**src/rtl/control_pkg.sv**
```systemverilog
// rtl/control_pkg.sv - shared encodings and state constants for the microprogrammed control unit
package control_pkg;

    localparam int STATE_W = 7;

    // Next-state source select, from the microstore word
    localparam logic [2:0] NS_DISPATCH = 3'b000;
    localparam logic [2:0] NS_FETCH    = 3'b001;
    localparam logic [2:0] NS_JUMP     = 3'b010;
    localparam logic [2:0] NS_INC      = 3'b011;
    localparam logic [2:0] NS_BRANCH   = 3'b100;
    localparam logic [2:0] NS_WAIT     = 3'b101;
    localparam logic [2:0] NS_HOLD     = 3'b110;
    localparam logic [2:0] NS_ZERO     = 3'b111;

    localparam logic [1:0] COND_MOC  = 2'b00;
    localparam logic [1:0] COND_ZERO = 2'b01;
    localparam logic [1:0] COND_NEG  = 2'b10;
    localparam logic [1:0] COND_ONE  = 2'b11;

    localparam logic [STATE_W-1:0] ST_FETCH = 7'd0;

    localparam logic [STATE_W-1:0] ST_ADD   = 7'd6;
    localparam logic [STATE_W-1:0] ST_ADDU  = 7'd7;
    localparam logic [STATE_W-1:0] ST_SUB   = 7'd8;
    localparam logic [STATE_W-1:0] ST_SUBU  = 7'd9;
    localparam logic [STATE_W-1:0] ST_AND   = 7'd10;
    localparam logic [STATE_W-1:0] ST_OR    = 7'd11;
    localparam logic [STATE_W-1:0] ST_SLT   = 7'd12;
    localparam logic [STATE_W-1:0] ST_SLTU  = 7'd13;
    localparam logic [STATE_W-1:0] ST_ADDI  = 7'd14;
    localparam logic [STATE_W-1:0] ST_ADDIU = 7'd15;
    localparam logic [STATE_W-1:0] ST_ANDI  = 7'd16;
    localparam logic [STATE_W-1:0] ST_ORI   = 7'd17;
    localparam logic [STATE_W-1:0] ST_LUI   = 7'd18;
    localparam logic [STATE_W-1:0] ST_LW    = 7'd19;
    localparam logic [STATE_W-1:0] ST_SW    = 7'd20;
    localparam logic [STATE_W-1:0] ST_BEQ   = 7'd21;
    localparam logic [STATE_W-1:0] ST_BNE   = 7'd22;
    localparam logic [STATE_W-1:0] ST_J     = 7'd23;
    localparam logic [STATE_W-1:0] ST_JAL   = 7'd24;

    localparam logic [STATE_W-1:0] EXC_STATE_DFLT = 7'd61;
    localparam logic [STATE_W-1:0] ILL_STATE_DFLT = 7'd62;

endpackage

```
**src/rtl/instruction_encoder.sv**
```systemverilog
// rtl/instruction_encoder.sv - combinational opcode/funct to dispatch-state map
module instruction_encoder
    import control_pkg::*;
#(
    parameter logic [6:0] ILL_STATE = ILL_STATE_DFLT
) (
    input  logic [5:0] opcode,
    input  logic [5:0] funct,
    output logic [6:0] dispatch_state
);

    always_comb begin
        dispatch_state = ILL_STATE;
        if (opcode == 6'h00) begin
            case (funct)
                6'h20:   dispatch_state = ST_ADD;
                6'h21:   dispatch_state = ST_ADDU;
                6'h22:   dispatch_state = ST_SUB;
                6'h23:   dispatch_state = ST_SUBU;
                6'h24:   dispatch_state = ST_AND;
                6'h25:   dispatch_state = ST_OR;
                6'h2A:   dispatch_state = ST_SLT;
                6'h2B:   dispatch_state = ST_SLTU;
                default: dispatch_state = ILL_STATE;
            endcase
        end else begin
            case (opcode)
                6'h08:   dispatch_state = ST_ADDI;
                6'h09:   dispatch_state = ST_ADDIU;
                6'h0C:   dispatch_state = ST_ANDI;
                6'h0D:   dispatch_state = ST_ORI;
                6'h0F:   dispatch_state = ST_LUI;
                6'h23:   dispatch_state = ST_LW;
                6'h2B:   dispatch_state = ST_SW;
                6'h04:   dispatch_state = ST_BEQ;
                6'h05:   dispatch_state = ST_BNE;
                6'h02:   dispatch_state = ST_J;
                6'h03:   dispatch_state = ST_JAL;
                default: dispatch_state = ILL_STATE;
            endcase
        end
    end

endmodule

```
**src/rtl/microsequencer.sv**
```systemverilog
// rtl/microsequencer.sv - control-state register, next-state mux and memory-wait watchdog
module microsequencer
    import control_pkg::*;
#(
    parameter int         MOC_TIMEOUT = 16,
    parameter logic [6:0] EXC_STATE   = EXC_STATE_DFLT,
    parameter logic [6:0] ILL_STATE   = ILL_STATE_DFLT
) (
    input  logic       clk,
    input  logic       reset,
    input  logic [2:0] nsSel,
    input  logic [1:0] condSel,
    input  logic       inv,
    input  logic [6:0] crAddr,
    input  logic       moc,
    input  logic       zero,
    input  logic       neg,
    input  logic [5:0] opcode,
    input  logic [5:0] funct,
    output logic [6:0] currentState,
    output logic       busError
);

    localparam int CNT_W = (MOC_TIMEOUT > 1) ? $clog2(MOC_TIMEOUT) : 1;
    localparam logic [CNT_W-1:0] CNT_LAST = CNT_W'(MOC_TIMEOUT - 1);

    logic [6:0]       state_q, state_d;
    logic             bus_err_q, bus_err_d;
    logic [CNT_W-1:0] wd_cnt_q, wd_cnt_d;

    logic [6:0] dispatch_state;
    logic [6:0] state_inc;
    logic [6:0] mux_state;
    logic       cond_raw;
    logic       cond;
    logic       stall;
    logic       expire;

    instruction_encoder #(
        .ILL_STATE(ILL_STATE)
    ) u_encoder (
        .opcode        (opcode),
        .funct         (funct),
        .dispatch_state(dispatch_state)
    );

    assign state_inc = state_q + 7'd1;

    always_comb begin
        cond_raw = 1'b1;
        case (condSel)
            COND_MOC:  cond_raw = moc;
            COND_ZERO: cond_raw = zero;
            COND_NEG:  cond_raw = neg;
            default:   cond_raw = 1'b1;
        endcase
        cond = cond_raw ^ inv;
    end

    always_comb begin
        mux_state = state_q;
        case (nsSel)
            NS_DISPATCH: mux_state = dispatch_state;
            NS_FETCH:    mux_state = ST_FETCH;
            NS_JUMP:     mux_state = crAddr;
            NS_INC:      mux_state = state_inc;
            NS_BRANCH:   mux_state = cond ? crAddr : state_inc;
            NS_WAIT:     mux_state = cond ? state_inc : state_q;
            NS_HOLD:     mux_state = state_q;
            default:     mux_state = ST_FETCH;
        endcase
    end

    // A satisfied condition in the expiry cycle is not a stall, so it advances normally.
    always_comb begin
        stall     = (nsSel == NS_WAIT) && !cond;
        expire    = stall && (wd_cnt_q == CNT_LAST);
        wd_cnt_d  = (stall && !expire) ? (wd_cnt_q + CNT_W'(1)) : '0;
        state_d   = expire ? EXC_STATE : mux_state;
        bus_err_d = expire;
    end

    always_ff @(posedge clk or posedge reset) begin
        if (reset) begin
            state_q   <= ST_FETCH;
            bus_err_q <= 1'b0;
            wd_cnt_q  <= '0;
        end else begin
            state_q   <= state_d;
            bus_err_q <= bus_err_d;
            wd_cnt_q  <= wd_cnt_d;
        end
    end

    assign currentState = state_q;
    assign busError     = bus_err_q;

endmodule

```
**config.mk**
```make
export PLATFORM = sky130hd
export DESIGN_NAME = microsequencer
export DESIGN_NICKNAME = d
export VERILOG_FILES = /design/src/rtl/control_pkg.sv /design/src/rtl/instruction_encoder.sv /design/src/rtl/microsequencer.sv
export SDC_FILE = /design/constraint.sdc
export NUM_CORES = 1
export LEC_CHECK = 0
export CAP_MARGIN = 20
export CORE_AREA = 2 2 55 57
export CTS_CLUSTER_DIAMETER = 60
export DETAILED_ROUTE_END_ITERATION = 12
export DIE_AREA = 0 0 57 59
export HOLD_SLACK_MARGIN = 0.06
export PLACE_DENSITY_LB_ADDON = 0.25
export REMOVE_ABC_BUFFERS = 1
export SKIP_LAST_GASP = 1
export SYNTH_ARGS = -nofsm -noshare
export SYNTH_HDL_FRONTEND = slang
export SYNTH_HIERARCHICAL = 1
export SYNTH_SLANG_ARGS = --single-unit
```
**constraint.sdc**
```tcl
create_clock -name clk -period 3.5 [get_ports clk]
set_input_delay 0.7 -clock clk [delete_from_list [all_inputs] [get_ports clk]]
set_output_delay 0.7 -clock clk [all_outputs]
set_load 0.005 [all_outputs]
```
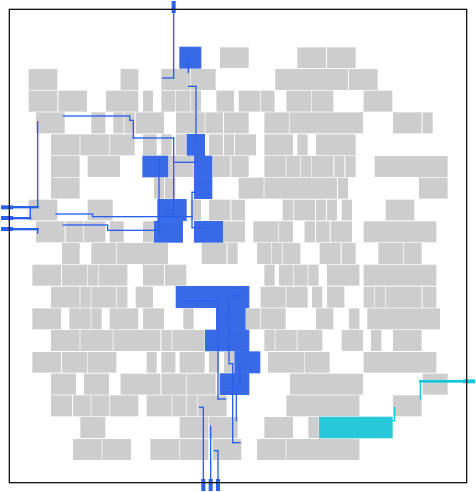
(run_1/io_fan.png)
Scale: 8 px per um.
port	color	direction	end cells	buffers	wire
crAddr	blue	input	14	7	183 um
busError	cyan	output	1	1	9.70 um

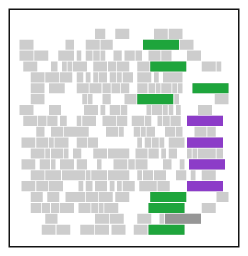
(run_1/flops_by_reg.png)
Scale: 4 px per um. Other sequential cells in the stronger gray, the rest of the logic in the fainter gray.
name in the netlist	color	sequential cells
currentState	green	7
wd_cnt_q	purple	4

==> impl_metrics.py, run 1 <==
# Synthesis and PnR figures
metrics = {
    "setup_path": {
        "r2r_slack_ps": 1820,
        "crit_fanout": 11,
        "setup.worst_path.end": "currentState[1]",
        "path_class": "in2reg",
        "end_kind": "flop",
        "start_kind": "input port",
        "crit_arrival_ps": 2710,
        "critPathBufInv": 1,
        "required_ps": 3640,
        "crit_chain": "clkdlybuf4s50_1 -> or4b_4 -> nor3_1 -> a2bb2oi_1 -> mux2i_1 -> nor2_1 -> a221oi_1 -> o2bb2ai_1",
        "startpoint": "opcode[3]",
        "cp_slowest_cell": "or4b_4",
        "timing.rr.end": "currentState[2]",
        "r2r_start": "currentState[0]",
        "slowest_delay_ps": 630,
        "cp_top_family": "simple AND/OR/NAND/NOR gates",
        "r2r_cells": 7,
        "cp_num_cells": 8,
    },
    "job": {
        "log.warning_count": 25,
        "drv_cap": 0,
    },
    "pwr": {
        "clockPowerShare": 0.238,
        "vdd_ir_drop_max_mv": 0.211,
        "p_comb_frac": 0.394,
        "pwr-share-seq": 0.368,
        "p_switching_w": 0.000143,
        "p_leak_nw": 0.722,
        "powerDensity_nw_per_um2": 256,
        "p_comb_w": 0.000179,
        "power.group.top": "combinational cells",
        "p_int_w": 0.000310,
        "switching_share": 0.316,
    },
    "route": {
        "vias_per_cell": 5.88,
        "num_vias": 1370,
        "dr.pass1.iters": 4,
        "ant_nets": 0,
        "drt-total-wl_um": 3300,
        "first_iter_violations": 51,
        "drc": 0,
        "wl_per_cell_um": 14.2,
    },
    "synth": {
        "syn_area_per_cell_um2": 8.01,
        "aoi_share": 0.231,
        "postSynthCellCount": 172,
        "synthTopCellsByArea": "dfrtp_1 22%, mux2i_1 6.5%, nor2_1 6.3%",
        "yosysTopAreaCellShare": 0.218,
        "async_flop_share": 1.00,
        "ys_warn_count": 6,
        "yosysTopAreaCell": "dfrtp_1",
        "adder_share": 0.0182,
        "yosys_area_um2": 1380,
        "simple_gate_area_frac": 0.323,
        "ff_type": "dfrtp_1",
        "ys_seq_elements": 12,
        "ys_types": 56,
        "ys_cells": 172,
        "synth_area_um2": 1380,
        "ys_sh_xor": 0.0763,
        "synth-edff-count": 0,
        "ys_seq_share": 0.218,
        "mux_area_frac": 0.0736,
    },
    "timing": {
        "maxSlewViolCount": 0,
        "fin_setup_tns_ps": 0,
        "min_period_ps": 2570,
        "timing.final.ws_setup_ps": 930,
        "fmax_mhz": 389,
        "whs_ps": 462,
        "hold_viol": 0,
        "finalSetupViolations": 0,
        "slew_headroom": 0.627,
        "finalClockSkew_ps": 6.07,
        "worst_pin_slew_ps": 558,
        "rsz0062_at_grt": "no",
    },
    "die": {
        "initial_core_util": 0.508,
        "core-area_um2": 2710,
        "dieArea_um2": 3360,
        "dieHeight_um": 59,
        "boundaryPins": 38,
        "rows": 19,
        "fp.dieW_um": 57,
    },
    "final_layout": {
        "most-common-layout-cells": "37 x clkdlybuf4s50_1, 23 x nor2_1, 14 x nand2_1, 12 x dfrtp_1",
        "drive_gt1_frac": 0.109,
        "insertedDiodeCount": 0,
        "flop_area_um2": 300,
        "postLayoutCellArea_um2": 1770,
        "nets": 235,
        "instances_no_fill": 233,
        "lay_top_count": "clkdlybuf4s50_1",
        "areaGrowthSynthToFinish_pct": 28.5,
    },
    "cts": {
        "cts_resized": 0,
        "insertion_delay_ps": 270,
        "clk_path_buf_depth": 2,
        "cts_buffers": 3,
        "htree_levels": 1,
        "clkTransAtPathRegs_ps": 70,
        "cts_setup_buffers": 0,
        "ctsHoldBuffers": 0,
        "numClockSinks": 12,
        "cts_tree": "yes",
    },
    "worst_hold_path": {
        "holdPathStages": 1,
        "holdCritPathClass": "reg2reg",
        "holdPathEnd": "wd_cnt_q[0]",
    },
    "grt": {
        "grt_max_degree": 16,
        "gr-total-overflow": 0,
        "antenna_found_initial": 0,
        "grt_pass1_vias": 1241,
        "grt_pass1_wl_um": 5440,
        "gr-usage-all-layers": 0.202,
    },
    "placed_design": {
        "placed_cells": 229,
        "place.gp.congestion": 0.819,
        "place_area_um2": 1730,
        "pre_cts_slack_ps": 649,
        "hpwl_um": 2700,
        "io_buffers": 37,
    },
    "status": {
        "status": "finished clean",
    },
}
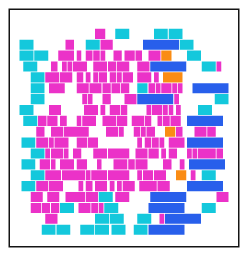
(run_1/placement_by_type.png)
Scale: 4 px per um.
class	color	cells	share of their area
combinational and other logic	magenta	148	59%
clock drivers and dummy loads	orange	4	2.1%
other buffers and delay cells	cyan	38	22%
flops	blue	12	17%

run 1: cell usage after synthesis (2+ instances only):
cell / number
and3_1: 4
or3_4: 2
nand3_1: 7
buf_1: 3
o2bb2ai_1: 2
mux2i_1: 9
o31ai_1: 3
xor2_1: 3
o211ai_1: 4
a211oi_1: 4
xnor2_1: 9
a2bb2oi_1: 2
nor3b_1: 2
nor2_1: 23
nor3_1: 3
inv_1: 5
o21ai_0: 3
a21oi_1: 4
nor2b_1: 5
ha_1: 2
dfrtp_1: 12
nand2b_1: 4
clkbuf_1: 4
a221oi_2: 2
nand4b_1: 2
nand2_1: 14
a22o_2: 2
o21ai_1: 2
a32oi_1: 2
buf_2: 3
run 1: through the flow:
step | total power (W) | util
final | 0.000454 | 0.653
after global routing | 0.000482 | 0.653
after CTS | 0.000457 | 0.653
after detailed placement | 0.000347 | 0.640
after global placement | 0.000343 | 0.640
after floorplan | 0.000255 | -
run 1: area by class of cell:
cell class / instances / share of cell area
flip-flops and latches: 12 / 0.170
clock buffers: 4 / 0.0205
inverters: 5 / 0.0106
repair buffers: 38 / 0.213
well taps: 31 / 0.0219
multi-input cells: 143 / 0.564
run 1: worst reg2reg max path, cell delays in order, from the launching register on:
cell      delay (ps)
dfrtp_1          450
ha_1             280
xnor2_1          230
nand2_1          100
o211ai_1         110
a21oi_1           80
a41oi_1          190
o211ai_1         100
run 1: sequential cells by signal (all words and copies together), names as in the netlist:
signal and cells:
busError 1, currentState 7, wd_cnt_q 4
run 1: routing by layer:
| layer | vias up | GRT usage | wire [um] |
|---|---|---|---|
| met3 | 4 | 0.0328 | 217 |
| met5 | - | 0 | 0 |
| li1 | 683 | - | - |
| met4 | 0 | 0.0698 | 29 |
| met1 | 632 | 0.243 | 1360 |
| met2 | 51 | 0.368 | 1690 |
==> run_1/clk_routes.png <==
Scale: 4 px per um.
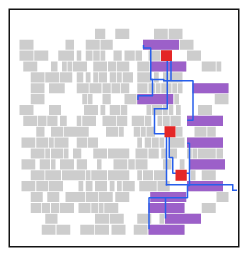

==> run 1 -> run 2 <==
Settings changed: CORE_AREA 2 2 55 57 to 2 2 59 61, DIE_AREA 0 0 57 59 to 0 0 61 63.
Clock period 3.5 ns to 2.2 ns, I/O delays scaled along.
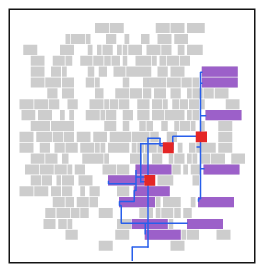
(run_2/clk_routes.png)
Scale: 4 px per um.
[clock wires] blue | length: 156 um
[clock drivers] red | count: 3
[flip-flops] purple | count: 12
routed clock nets	4

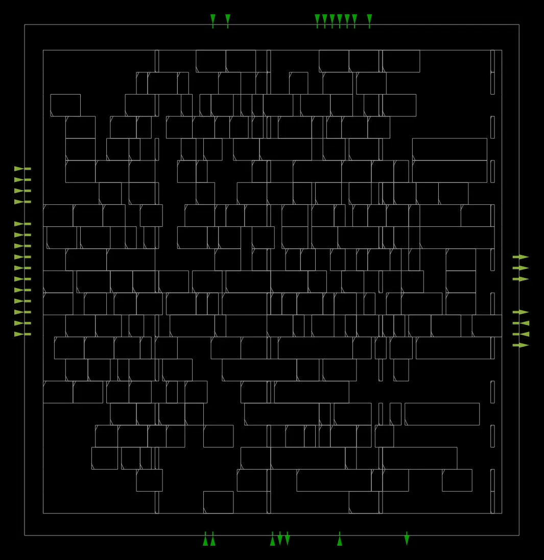
(run_2/placement.png)
# rows: 21
flop share of the area: 0.153

==> run 2 against run 1 <==
Effect of this change:
- cell area rose by 11%
- worst hold slack gained 1.5 ps
- synthesized area unchanged
- non-clock buffer count increased by 19
==> impl_metrics.py, run 2 <==
# Synthesis and PnR figures
metrics = {
    "status": {
        "status": "finished clean",
    },
    "timing": {
        "maxSlewViolCount": 0,
        "fin_crit_sh": 0.957,
        "fmax_mhz": 475,
        "rsz0062_at_grt": "no",
        "finalSetupViolations": 0,
        "finalClockSkew_ps": 2.46,
        "min_period_ps": 2110,
        "hold_viol": 0,
    },
    "placed_design": {
        "place_area_um2": 1900,
        "io_buffers": 37,
        "hpwl_um": 3070,
        "place.gp.congestion": 0.810,
    },
    "pwr": {
        "power.group.top": "combinational cells",
        "p_comb_frac": 0.428,
        "p_int_w": 0.000522,
        "powerDensity_nw_per_um2": 391,
        "vdd_ir_drop_max_mv": 0.157,
        "finalPower_w": 0.000764,
        "p_leak_nw": 0.830,
        "p_switching_w": 0.000242,
        "clock_power_w": 0.000173,
        "p_seq_w": 0.000265,
        "pwr-share-seq": 0.347,
        "clockPowerShare": 0.226,
        "p_comb_w": 0.000327,
        "switching_share": 0.317,
    },
    "setup_path": {
        "cp_num_cells": 8,
        "timing.rr.end": "currentState[2]",
        "path_class": "in2reg",
        "r2r_start": "currentState[0]",
        "cp_top_family": "simple AND/OR/NAND/NOR gates",
        "r2r_slack_ps": 540,
        "crit_arrival_ps": 2250,
        "crit_fanout": 4,
        "required_ps": 2350,
        "critPathMostFrequentCell": "a211oi_1",
        "cp_slowest_cell": "or4_4",
        "slowest_delay_ps": 590,
        "r2r_cells": 7,
        "start_kind": "input port",
        "end_kind": "flop",
        "critPathBufInv": 1,
        "crit_chain": "clkdlybuf4s50_1 -> or4_4 -> nor3_4 -> a211oi_1 -> mux2i_1 -> nor2_1 -> a211oi_1 -> o21ai_0",
        "startpoint": "opcode[5]",
    },
    "synth": {
        "syn_area_per_cell_um2": 8.01,
        "synthTopCellsByArea": "dfrtp_1 22%, mux2i_1 6.5%, nor2_1 6.3%",
        "ys_types": 56,
        "ff_type": "dfrtp_1",
        "async_flop_share": 1.00,
        "yosysTopAreaCell": "dfrtp_1",
        "synth-edff-count": 0,
        "yosysTopAreaCellShare": 0.218,
        "ys_seq_share": 0.218,
        "ys_seq_elements": 12,
        "synthTopCellsByCount": "23 x nor2_1, 14 x nand2_1, 12 x dfrtp_1, 9 x mux2i_1, 9 x xnor2_1",
        "synthMostInstantiatedCell": "nor2_1",
        "ys_cells": 172,
        "postSynthCellCount": 172,
        "ys_warn_count": 6,
        "synth_area_um2": 1380,
        "yosys_area_um2": 1380,
    },
    "final_layout": {
        "nets": 254,
        "drive_gt1_frac": 0.204,
        "flop_area_um2": 300,
        "areaGrowthSynthToFinish_pct": 42.1,
        "logic_area_um2": 1020,
        "lay_top_count": "clkdlybuf4s50_1",
        "fill_cells": 291,
        "postLayoutCellArea_um2": 1960,
        "insertedDiodeCount": 0,
        "most-common-layout-cells": "36 x clkdlybuf4s50_1, 23 x nor2_1, 20 x buf_4, 14 x nand2_1, 12 x dfrtp_1",
        "largest_register_ffs": 7,
    },
    "cts": {
        "htree_levels": 1,
        "numClockSinks": 12,
        "cts_buffers": 3,
        "ctsHoldBuffers": 0,
        "clkTransAtPathRegs_ps": 70,
        "insertion_delay_ps": 270,
        "cts_resized": 1,
        "cts_tree": "yes",
        "cts_setup_buffers": 0,
        "root_buffer": "clkbuf_4",
        "clk_path_buf_depth": 2,
    },
    "route": {
        "drt-total-wl_um": 3710,
        "vias_per_cell": 5.52,
        "drc": 0,
        "first_iter_violations": 52,
        "ant_nets": 0,
        "num_vias": 1473,
        "wl_per_cell_um": 13.9,
        "dr.pass1.iters": 4,
    },
    "grt": {
        "grt_max_degree": 13,
        "gr-usage-all-layers": 0.211,
        "antenna_found_initial": 0,
        "gr-total-overflow": 0,
        "grt_pass1_vias": 1517,
        "grt_pass1_wl_um": 6360,
    },
    "die": {
        "boundaryPins": 38,
        "initial_core_util": 0.426,
        "dieArea_um2": 3840,
        "core-area_um2": 3230,
        "dieHeight_um": 63,
        "fp.dieW_um": 61,
    },
    "job": {
        "drv_cap": 0,
        "log.warning_count": 25,
    },
    "worst_hold_path": {
        "holdCritPathClass": "in2async",
    },
}
## run 2: netlist changes by cell type in the layout (fill, tap and decap cells not counted), sizes merged
cell and delta:
buf +19, clkdlybuf4s50 -1, dlymetal6s2s +1
## run 2: through the flow
step | hold slack, ps | setup slack [ps] | utilization | instances | setup TNS, ps
after floorplan | 305 | 383 | - | 160 | 0
final | 463 | 94.0 | 0.605 | 267 | 0
after detailed placement | 450 | -280 | 0.587 | 263 | -2080
after global placement | 452 | -204 | 0.587 | 263 | -1290
after CTS | 460 | 6.33 | 0.599 | 267 | 0
after global routing | 497 | 12.2 | 0.605 | 267 | 0
## run 2: worst max path at each step
| stage | endpoint | slack [ps] |
|---|---|---|
| after floorplan | currentState[1] | 380 |
| final | currentState[5] | 90 |
| after global placement | currentState[1] | -200 |
| after detailed placement | currentState[0] | -280 |
| after CTS | currentState[0] | 6 |
| after global routing | currentState[0] | 10 |
## run 2: kinds of logic (layout without fill, tap and decap cells)
group / Yosys count / after routing / synth area share
AOI/OAI and AO/OA: 39 / 39 / 0.231
buffers and inverters: 17 / 66 / 0.0572
DFF: 12 / 12 / 0.218
and+or+nand+nor: 79 / 79 / 0.323
adders and majority gates: 2 / 2 / 0.0182
xor gates and xnor gates: 12 / 12 / 0.0763
muxes: 10 / 10 / 0.0736
other: 1 / 1 / 0.00272
## run 2: area by class of cell
cell class                 count  share of cell area
timing repair buffer          57               0.267
sequential                    12               0.153
multi-input combinational    143               0.522
clock buffer                   4              0.0185
inverter                       5             0.00959
tap                           46              0.0294
## run 2: metal layers
metal / up-vias / wire length [um] / share of wire / global-route usage
met3: 14 / 206 / 0.056 / 0.0290
met1: 681 / 1480 / 0.40 / 0.242
met2: 55 / 1900 / 0.51 / 0.372
li1: 723 / - / - / -
met5: - / 0 / 0 / 0
met4: 0 / 123 / 0.033 / 0.0924
==> run 2 -> run 3 <==
Settings changed: CORE_AREA 2 2 59 61 to 2 2 57 59, DIE_AREA 0 0 61 63 to 0 0 59 61.
Clock period 2.2 ns to 1.95 ns, I/O delays scaled along.
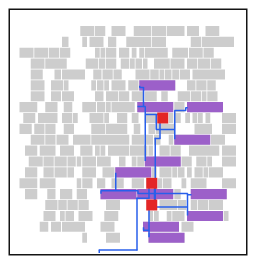
(run_3/clk_routes.png)
Scale: 4 px per um.
[clock drivers] red | count: 3
[flip-flops] purple | count: 12
[clock wires] blue | length: 157 um
routed clock nets	4

==> run 3 against run 2 <==
Effect of this change:
- final cell count is 3.0% lower
- flip-flop count did not move
- first-iteration DRC count rose by 1.9%
- combinational power increased by 22%
- clock skew down 0.71 ps
- die area is 6.3% lower
- clock power rose by 15%
- cell area is 5.2% higher
- synthesized cell count is the same
- highest routed layer unchanged
==> impl_metrics.py, run 3 <==
# Synthesis and PnR figures
metrics = {
    "die": {
        "fp.dieW_um": 59,
        "boundaryPins": 38,
        "dieArea_um2": 3600,
        "dieHeight_um": 61,
    },
    "job": {
        "log.warning_count": 27,
    },
    "route": {
        "dr.pass1.iters": 4,
        "num_vias": 1515,
        "drc": 0,
        "ant_nets": 0,
        "first_iter_violations": 53,
        "wl_per_cell_um": 14.6,
    },
    "synth": {
        "ys_warn_count": 6,
        "ff_type": "dfrtp_1",
        "yosys_area_um2": 1380,
        "ys_seq_elements": 12,
        "async_flop_share": 1.00,
        "ys_cells": 172,
        "simple_gate_area_frac": 0.323,
        "ys_sh_xor": 0.0763,
        "synth_area_um2": 1380,
        "adder_share": 0.0182,
        "mux_area_frac": 0.0736,
        "yosysTopAreaCellShare": 0.218,
        "ys_seq_share": 0.218,
        "aoi_share": 0.231,
        "postSynthCellCount": 172,
        "logic_family": "simple AND/OR/NAND/NOR gates",
        "yosysTopAreaCell": "dfrtp_1",
    },
    "timing": {
        "timing.final.ws_setup_ps": 37.0,
        "rsz0062_at_grt": "yes",
        "finalSetupViolations": 0,
        "finalClockSkew_ps": 1.75,
        "fin_crit_sh": 0.981,
        "min_period_ps": 1910,
    },
    "grt": {
        "grt_max_degree": 13,
        "grt_pass1_vias": 1512,
        "grt_pass1_wl_um": 6380,
        "gr-total-overflow": 0,
        "gr-usage-all-layers": 0.226,
    },
    "pwr": {
        "p_switching_w": 0.000293,
        "clock_power_w": 0.000199,
        "p_seq_w": 0.000299,
        "powerDensity_nw_per_um2": 436,
        "p_comb_frac": 0.445,
        "p_comb_w": 0.000399,
        "finalPower_w": 0.000897,
        "power.group.top": "combinational cells",
        "vdd_ir_drop_max_mv": 0.182,
    },
    "cts": {
        "ctsHoldBuffers": 0,
        "htree_levels": 1,
        "cts_buffers": 3,
        "root_buffer": "clkbuf_4",
        "numClockSinks": 12,
    },
    "final_layout": {
        "final_core_util": 0.697,
        "largest_register_ffs": 7,
        "areaGrowthSynthToFinish_pct": 49.4,
        "instances_no_fill": 259,
        "drive_gt1_frac": 0.257,
        "most-common-layout-cells": "26 x clkdlybuf4s50_1, 24 x buf_4, 20 x nor2_1, 14 x nand2_1, 12 x dfrtp_1",
    },
    "setup_path": {
        "required_ps": 2100,
        "slowest_delay_ps": 510,
        "start_kind": "input port",
        "cp_slowest_cell": "clkdlybuf4s50_1",
    },
    "status": {
        "status": "finished clean",
    },
    "placed_design": {
        "pre_cts_slack_ps": -470,
        "io_buffers": 37,
    },
}
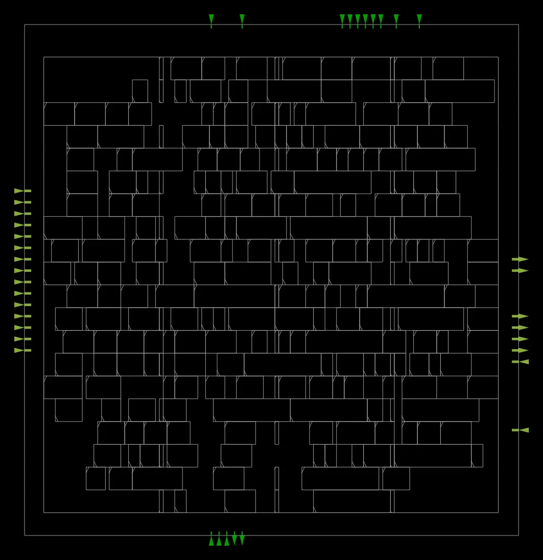
(run_3/placement.png)
fillers: 241
flop count: 12
# rows: 20
core area: 2950 um2

[run 3: path summary, 6_finish.rpt]
check,start,end,slack (ps),depth (start not counted)
worst max register to register,currentState[0],currentState[2],300,7
worst min register to register,wd_cnt_q[0],wd_cnt_q[0],460,1
worst max-delay path,neg,currentState[0],40,8
max in group asynchronous,reset,wd_cnt_q[3],1220,2
worst min-delay path,reset,wd_cnt_q[2],420,2
min in group clk,wd_cnt_q[0],wd_cnt_q[0],460,1
[run 3: cell families after synthesis]
| logic type | count (synthesis) |
|---|---|
| other | 1 |
| xor gates and xnor gates | 12 |
| and+or+nand+nor | 79 |
| AOI/OAI and AO/OA | 39 |
| adders and majority gates | 2 |
| DFF | 12 |
| muxes | 10 |
| buffers and inverters | 17 |
[run 3: critical path, delay by kind of cell]
| kind | cells | cell delay [ps] |
|---|---|---|
| compound gates | 3 | 600 |
| xor+xnor | 1 | 160 |
| buf+inv | 2 | 660 |
| mux | 1 | 100 |
| simple gates | 1 | 160 |
[run 3: metrics by stage]
stage | setup TNS (ps) | hold slack [ps] | area, um2
floorplan | 0 | 255 | 1320
global placement | -3440 | 438 | 1910
detailed placement | -4090 | 447 | 1910
CTS | -74.0 | 440 | 1970
global route | -18.8 | 458 | 2060
finish | 0 | 418 | 2060
[run 3: repair_timing]
action	in CTS	in global routing
gates resized	14	17
pin swaps	6	7
buffers inserted	0	1
setup endpoints to repair	10	7
[run 3: cell type report]
class,instances,area [um2]
multi-input combinational,143,1100
fill,241,895
timing repair buffer,62,563
sequential,12,300
tap,33,41.3
clock buffer,4,36.3
inverter,5,18.8
[run 3: metal layers]
metal / routed length, um / track usage / vias up
met5: 0 / 0 / -
met3: 119 / 0.0128 / 6
met2: 2020 / 0.440 / 48
met1: 1590 / 0.264 / 726
met4: 45 / 0.0682 / 0
li1: - / - / 735
No activity file was given, so power comes from the tool's default toggle rates.
